--- config.mk ---
export PLATFORM = sky130hd
export DESIGN_NAME = matrix_stream_loader
export DESIGN_NICKNAME = d
export VERILOG_FILES = /design/src/rtl/matrix_stream_loader.sv
export SDC_FILE = /design/constraint.sdc
export NUM_CORES = 1
export LEC_CHECK = 0
export CORE_ASPECT_RATIO = 1.1
export CORE_MARGIN = 3
export CORE_UTILIZATION = 45
export DETAILED_ROUTE_END_ITERATION = 10
export PLACE_DENSITY_LB_ADDON = 0.08
export SETUP_SLACK_MARGIN = 0.05
export SYNTH_ARGS = -nofsm -noshare
export SYNTH_HDL_FRONTEND = slang
export SYNTH_SLANG_ARGS = --single-unit
--- constraint.sdc ---
create_clock -name clk -period 1.9 [get_ports clk]
set_clock_uncertainty 0.05 [all_clocks]
set_input_delay 0.285 -clock clk [delete_from_list [all_inputs] [get_ports clk]]
set_output_delay 0.285 -clock clk [all_outputs]
set_load 0.1 [all_outputs]
--- src/rtl/matrix_stream_loader.sv ---
// Assembles nine row-major elements into the packed 3x3 matrix bus, waits out the
// determinant stage latency, then hands the returned determinant out over valid/ready.
module matrix_stream_loader #(
   parameter int ELEM_W      = 32,
   parameter int DET_LATENCY = 2
) (
   input  logic                  clk,
   input  logic                  reset,
   input  logic [ELEM_W-1:0]     in_data,
   input  logic                  in_valid,
   input  logic                  in_last,
   output logic                  in_ready,
   output logic [9*ELEM_W-1:0]   matrix_out,
   input  logic [ELEM_W-1:0]     det_in,
   output logic [ELEM_W-1:0]     det_out,
   output logic                  det_valid,
   input  logic                  det_ready,
   output logic                  frame_err
);

   localparam int MAT_W  = 9 * ELEM_W;
   localparam int WAIT_W = (DET_LATENCY < 1) ? 1 : $clog2(DET_LATENCY + 1);

   typedef enum logic [1:0] {
      S_FILL,
      S_WAIT,
      S_OUT
   } state_t;

   state_t              state;
   state_t              state_nxt;
   logic [3:0]          elem_cnt;
   logic [WAIT_W-1:0]   wait_cnt;
   logic [MAT_W-1:0]    shadow;
   logic                accept;
   logic                last_elem;
   logic                wait_done;

   assign in_ready  = (state == S_FILL) && !reset;
   assign accept    = in_valid && in_ready;
   assign last_elem = (elem_cnt == 4'd8);
   assign wait_done = (wait_cnt == WAIT_W'(DET_LATENCY));

   // NOTE: sequential state uses non-blocking assignments so every register samples
   // the pre-edge values of its neighbours, independent of process ordering.
   always_ff @(posedge clk) begin
      if (reset) state <= S_FILL;
      else       state <= state_nxt;
   end

   // NOTE: state_nxt is defaulted before the case so no path leaves it unassigned,
   // which would otherwise infer a latch.
   always_comb begin
      state_nxt = state;
      case (state)
         S_FILL:  if (accept && last_elem)     state_nxt = S_WAIT;
         S_WAIT:  if (wait_done)               state_nxt = S_OUT;
         S_OUT:   if (det_valid && det_ready)  state_nxt = S_FILL;
         default:                              state_nxt = S_FILL;
      endcase
   end

   // NOTE: the shadow buffer is cleared on reset as well, so a discarded partial
   // matrix can never leak into a later matrix_out.
   always_ff @(posedge clk) begin
      if (reset) begin
         elem_cnt   <= '0;
         wait_cnt   <= '0;
         shadow     <= '0;
         matrix_out <= '0;
         det_out    <= '0;
         det_valid  <= 1'b0;
         frame_err  <= 1'b0;
      end else begin
         frame_err <= 1'b0;
         case (state)
            S_FILL: begin
               if (accept) begin
                  for (int k = 0; k < 9; k++) begin
                     if (elem_cnt == 4'(k)) shadow[MAT_W-1-k*ELEM_W -: ELEM_W] <= in_data;
                  end
                  if (last_elem) begin
                     // The 9th element bypasses the shadow so matrix_out updates this edge
                     matrix_out <= {shadow[MAT_W-1:ELEM_W], in_data};
                     elem_cnt   <= '0;
                     wait_cnt   <= '0;
                     frame_err  <= !in_last;
                  end else if (in_last) begin
                     elem_cnt  <= '0;
                     frame_err <= 1'b1;
                  end else begin
                     elem_cnt <= elem_cnt + 4'd1;
                  end
               end
            end
            S_WAIT: begin
               wait_cnt <= wait_cnt + 1'b1;
               if (wait_done) begin
                  det_out   <= det_in;
                  det_valid <= 1'b1;
               end
            end
            S_OUT: begin
               if (det_ready) det_valid <= 1'b0;
            end
            default: ;
         endcase
      end
   end

endmodule

Figure 1. Congestion heat map.
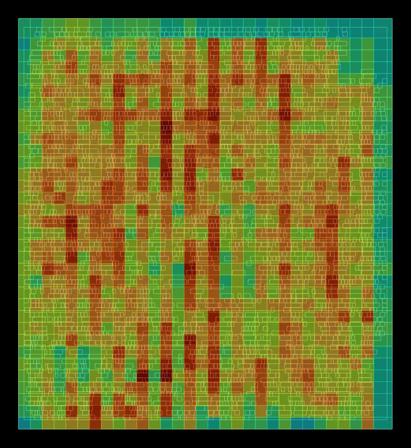
Total GRT Usage: 28.2%
met3 usage: 4.36%
drt wl/cell: 22.0 microns
Top Usage Layer GRT: met2
met1 Track Usage GR: 39.4%

Figure 2. Sequential cells colored by netlist name.
Drawn at 2 px/micron.
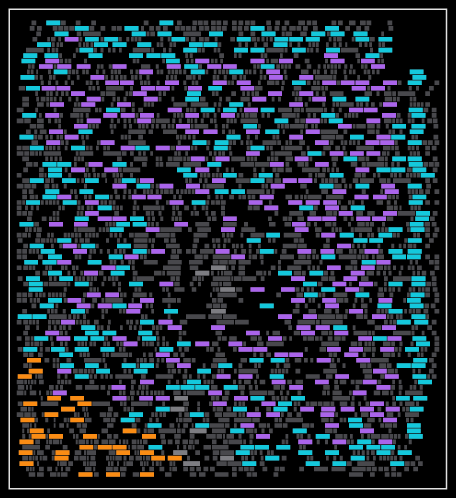
`matrix_out`: shown in cyan, flops 288, where widely spread. `det_out`: shown in orange, flops 32, where bottom left. `shadow`: shown in purple, flops 256, where widely spread.
Another 10 sequential cells are not colored.
Register Area: 11700 sq um
P_seq: 12.4 mW

Figure 3. M1 wires.
Drawn at 2 px/micron. Supply wires on this layer in gray.
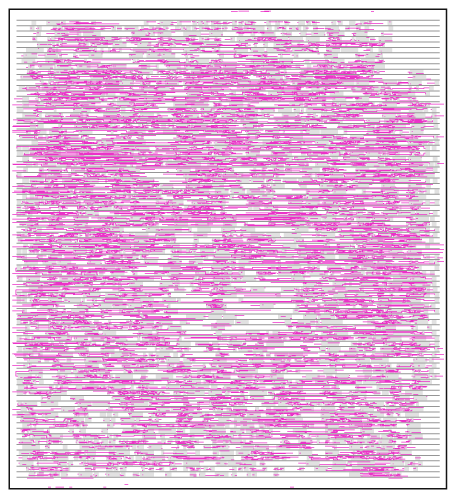
The wires run mostly horizontal. The layer holds 43% of the routed length. The longest straight run is 61.6 microns. The layer carries 33.6 mm of wire. 2688 nets have wire on it.
drt total wl: 78.7 mm
vias: 20487

Figure 4. Metal layers overlaid.
Drawn at 2 px/micron. Two of the layers only.
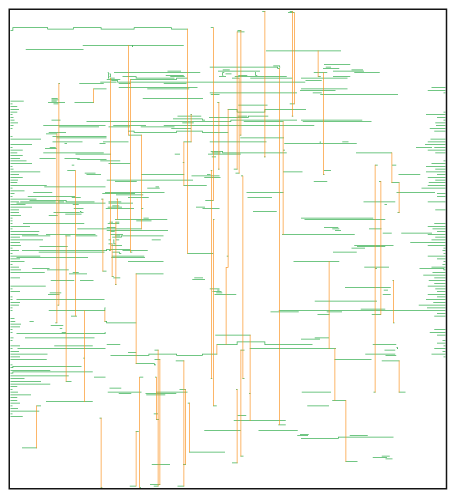
metal 3: shown in green, wire length 5460 microns. metal 4: shown in orange, wire length 3030 microns.

==> results.sh <==
# implementation run metrics
export IMPL_peakVddDrop_mv=0.717
export IMPL_common_cells="dfxtp_1, a21oi_1, nand3_1"
export IMPL_cts_buffers=58
export IMPL_outcome="complete, no violations"
export IMPL_io_buffers=391
export IMPL_coreArea_sq_um=48300
export IMPL_die_height_microns=239
export IMPL_floorplan_core_util_pct=45.9
export IMPL_pin_count=392
export IMPL_power_switching_mw=5.88
export IMPL_slew_headroom_pct=39.3
export IMPL_ys_area_sq_um=22200
export IMPL_avgViaCountPerCell=5.74
export IMPL_dpl_hpwl_mm=48.8
export IMPL_firstDrtPassIters=6
export IMPL_top_cell="dfxtp_1"
export IMPL_synth_seq_share_pct=52.8
export IMPL_pwr_share_clk_pct=45.6
export IMPL_grt_pass1_vias=18801
export IMPL_grt_overflow_total=0
export IMPL_fmax_mhz=538
export IMPL_finalSetupViolCount=0
export IMPL_worstPathCellList="buf_6, nor3_4, buf_12"
export IMPL_crit_slowest_cell="dfxtp_4"
export IMPL_final_min_clock_period_ns=1.86
export IMPL_syn_nets=2630
export IMPL_synth_area_sq_um=22200
export IMPL_async_reset_ff_share_pct=0
export IMPL_finish_utilization_pct=60.5
export IMPL_synth_area_per_cell_sq_um=8.69
export IMPL_worstHoldStart="det_in[31]"
export IMPL_rr_startpoint="state[1]$_SDFFE_PP0P_"
export IMPL_ctsRootBufferMaster="clkbuf_16"
export IMPL_synthTopCellsByArea="dfxtp_1, a21oi_1, nand3_1"
export IMPL_finalClockPeriodUsage_pct=97.8
export IMPL_synth_edff_count=0
export IMPL_n_fill_cell=4236
export IMPL_start_kind="register"
export IMPL_finalHoldViolations=0
export IMPL_syn_inst=2556
export IMPL_stdcell_area_sq_um=29200
export IMPL_p_total_mw=25.3
export IMPL_swShare_pct=23.2
export IMPL_dpl_instance_area_sq_um=27000
export IMPL_cap_violations=0
export IMPL_ant_nets=0
export IMPL_yosysTopAreaCell="dfxtp_1"
export IMPL_drtIter0Drc=2001
export IMPL_clockBufferDepth=3
export IMPL_die_w_microns=218
export IMPL_p_leak_nw=11.2
export IMPL_clkTransAtPathRegs_ns=0.06
export IMPL_synthFlopType="dfxtp_1"
export IMPL_internal_power_mw=19.4
export IMPL_setup_worst_path_start="state[1]$_SDFFE_PP0P_"
export IMPL_hold_class="input port to register"
export IMPL_numSynthFlops=586
export IMPL_fp_row_count=84
export IMPL_cts_num_sinks=586
export IMPL_top_area_share_pct=52.8
export IMPL_critical_path_arrival_ns=1.52
export IMPL_rsz0062_at_grt="true"
export IMPL_yosys_warnings=0
export IMPL_cts_tree="yes"
export IMPL_worstMarginPinSlew_ns=0.910
export IMPL_area_growth_syn_to_layout_pct=31.6
export IMPL_slew_viol_final=0
export IMPL_finalWeightedCongestion=0.820
export IMPL_p_seq_share_pct=48.8
export IMPL_yosys_stat_cells=2556
export IMPL_warning_count=45
export IMPL_ys_types=30
export IMPL_drc=0
export IMPL_htreeDepth=2
export IMPL_nets=2955
export IMPL_drive_gt1_share_pct=22.4
export IMPL_cp_end_kind="output pin"
export IMPL_dieArea_sq_um=52100
export IMPL_worst_path_max_fanout=5
-- worst paths after layout --
check                                 end  slack, ns  cells past startpoint
max                              in_ready       0.04                      3
min              det_out[31]$_SDFFE_PP0P_       0.18                      3
max reg2reg  matrix_out[262]$_SDFFE_PP0P_       0.06                      5
min reg2reg      det_out[14]$_SDFFE_PP0P_       0.40                      2
-- timing repair --
action	4_1_cts	5_1_grt
resized	11	170
cloned	0	8
pin swaps	1	10
endpoints found under the setup margin	302	367
hold endpoints to repair	0	1
hold buffers	0	1
buffers inserted	1	4
-- area by class of cell --
| type | instances | area, sq um | area share, % |
|---|---|---|---|
| multi-input combinational | 1681 | 9470 | 32.4 |
| timing repair buffer | 551 | 5300 | 18.1 |
| clock buffer | 89 | 1760 | 6.03 |
| tap | 645 | 807 | 2.76 |
| sequential | 586 | 11700 | 40.2 |
| inverter | 3 | 11.3 | 0.0385 |
| clock inverter | 16 | 144 | 0.492 |
| antenna | 1 | 2.50 | 0.00856 |
-- cells by family (layout without fill, tap and decap cells) --
family | after synthesis | in the layout | share of synthesized area (%)
buf+inv | 290 | 659 | 5.17
xor+xnor | 1 | 1 | 0.0394
other cells | 0 | 1 | 0
simple gates | 669 | 670 | 15.8
compound gates | 877 | 877 | 19.8
mux | 128 | 128 | 6.06
flops | 586 | 586 | 52.8
fa+ha+maj | 5 | 5 | 0.282
-- flip-flops by register name, indices dropped and copies added, names as in the netlist --
signal and cells:
elem_cnt 4, det_out 32, shadow 256, frame_err 1, det_valid 1, wait_cnt 2, matrix_out 288, state 2
-- through the flow --
stage	setup WS (ns)	TNS (ns)	std cells	hold slack [ns]
6_report	0.0409	0	3572	0.177
5_1_grt	-0.0225	-0.0279	3571	0.162
4_1_cts	-0.00444	-0.00444	3558	0.0483
3_5_place_dp	-0.385	-140.99	3452	0.399
3_3_place_gp	-0.369	-119.36	3452	0.392
2_1_floorplan	0.0138	0	2556	0.371
-- cells in the final DEF (no fill, tap or decap), types with 10 or more instances in the layout --
master             n
clkbuf_1          15
nand2b_1          99
buf_4            402
buf_12            64
clkdlybuf4s50_1   67
nor2b_1           54
dfxtp_1          581
mux2_2            52
clkinv_2          10
o21ai_0          277
a21oi_1          454
clkbuf_16         66
nand3_1          417
o21ai_1          134
nand2_1           69
clkbuf_8          13
mux2i_1           76
-- per-layer routing --
metal,track usage (%),routed length (microns)
met4,10.5,3030
met5,0,0
met3,4.36,5460
met1,39.4,33600
met2,44.1,36500
-- power groups by stage --
stage	Combinational, mW	Sequential [mW]	Clock (mW)
2_1_floorplan	0.584	12.6	0
3_3_place_gp	1.29	12.6	0
3_5_place_dp	1.30	12.6	0
4_1_cts	1.31	12.4	11.7
5_1_grt	1.47	12.3	12.3
6_report	1.41	12.4	11.5
-- worst max-delay path: cells and delay by family, from the launching register on --
kind | cells | cell delay, ns
and+or+nand+nor | 1 | 0.23
DFF | 1 | 0.37
buffers and inverters | 2 | 0.32
Power and IR drop assume default switching activity.
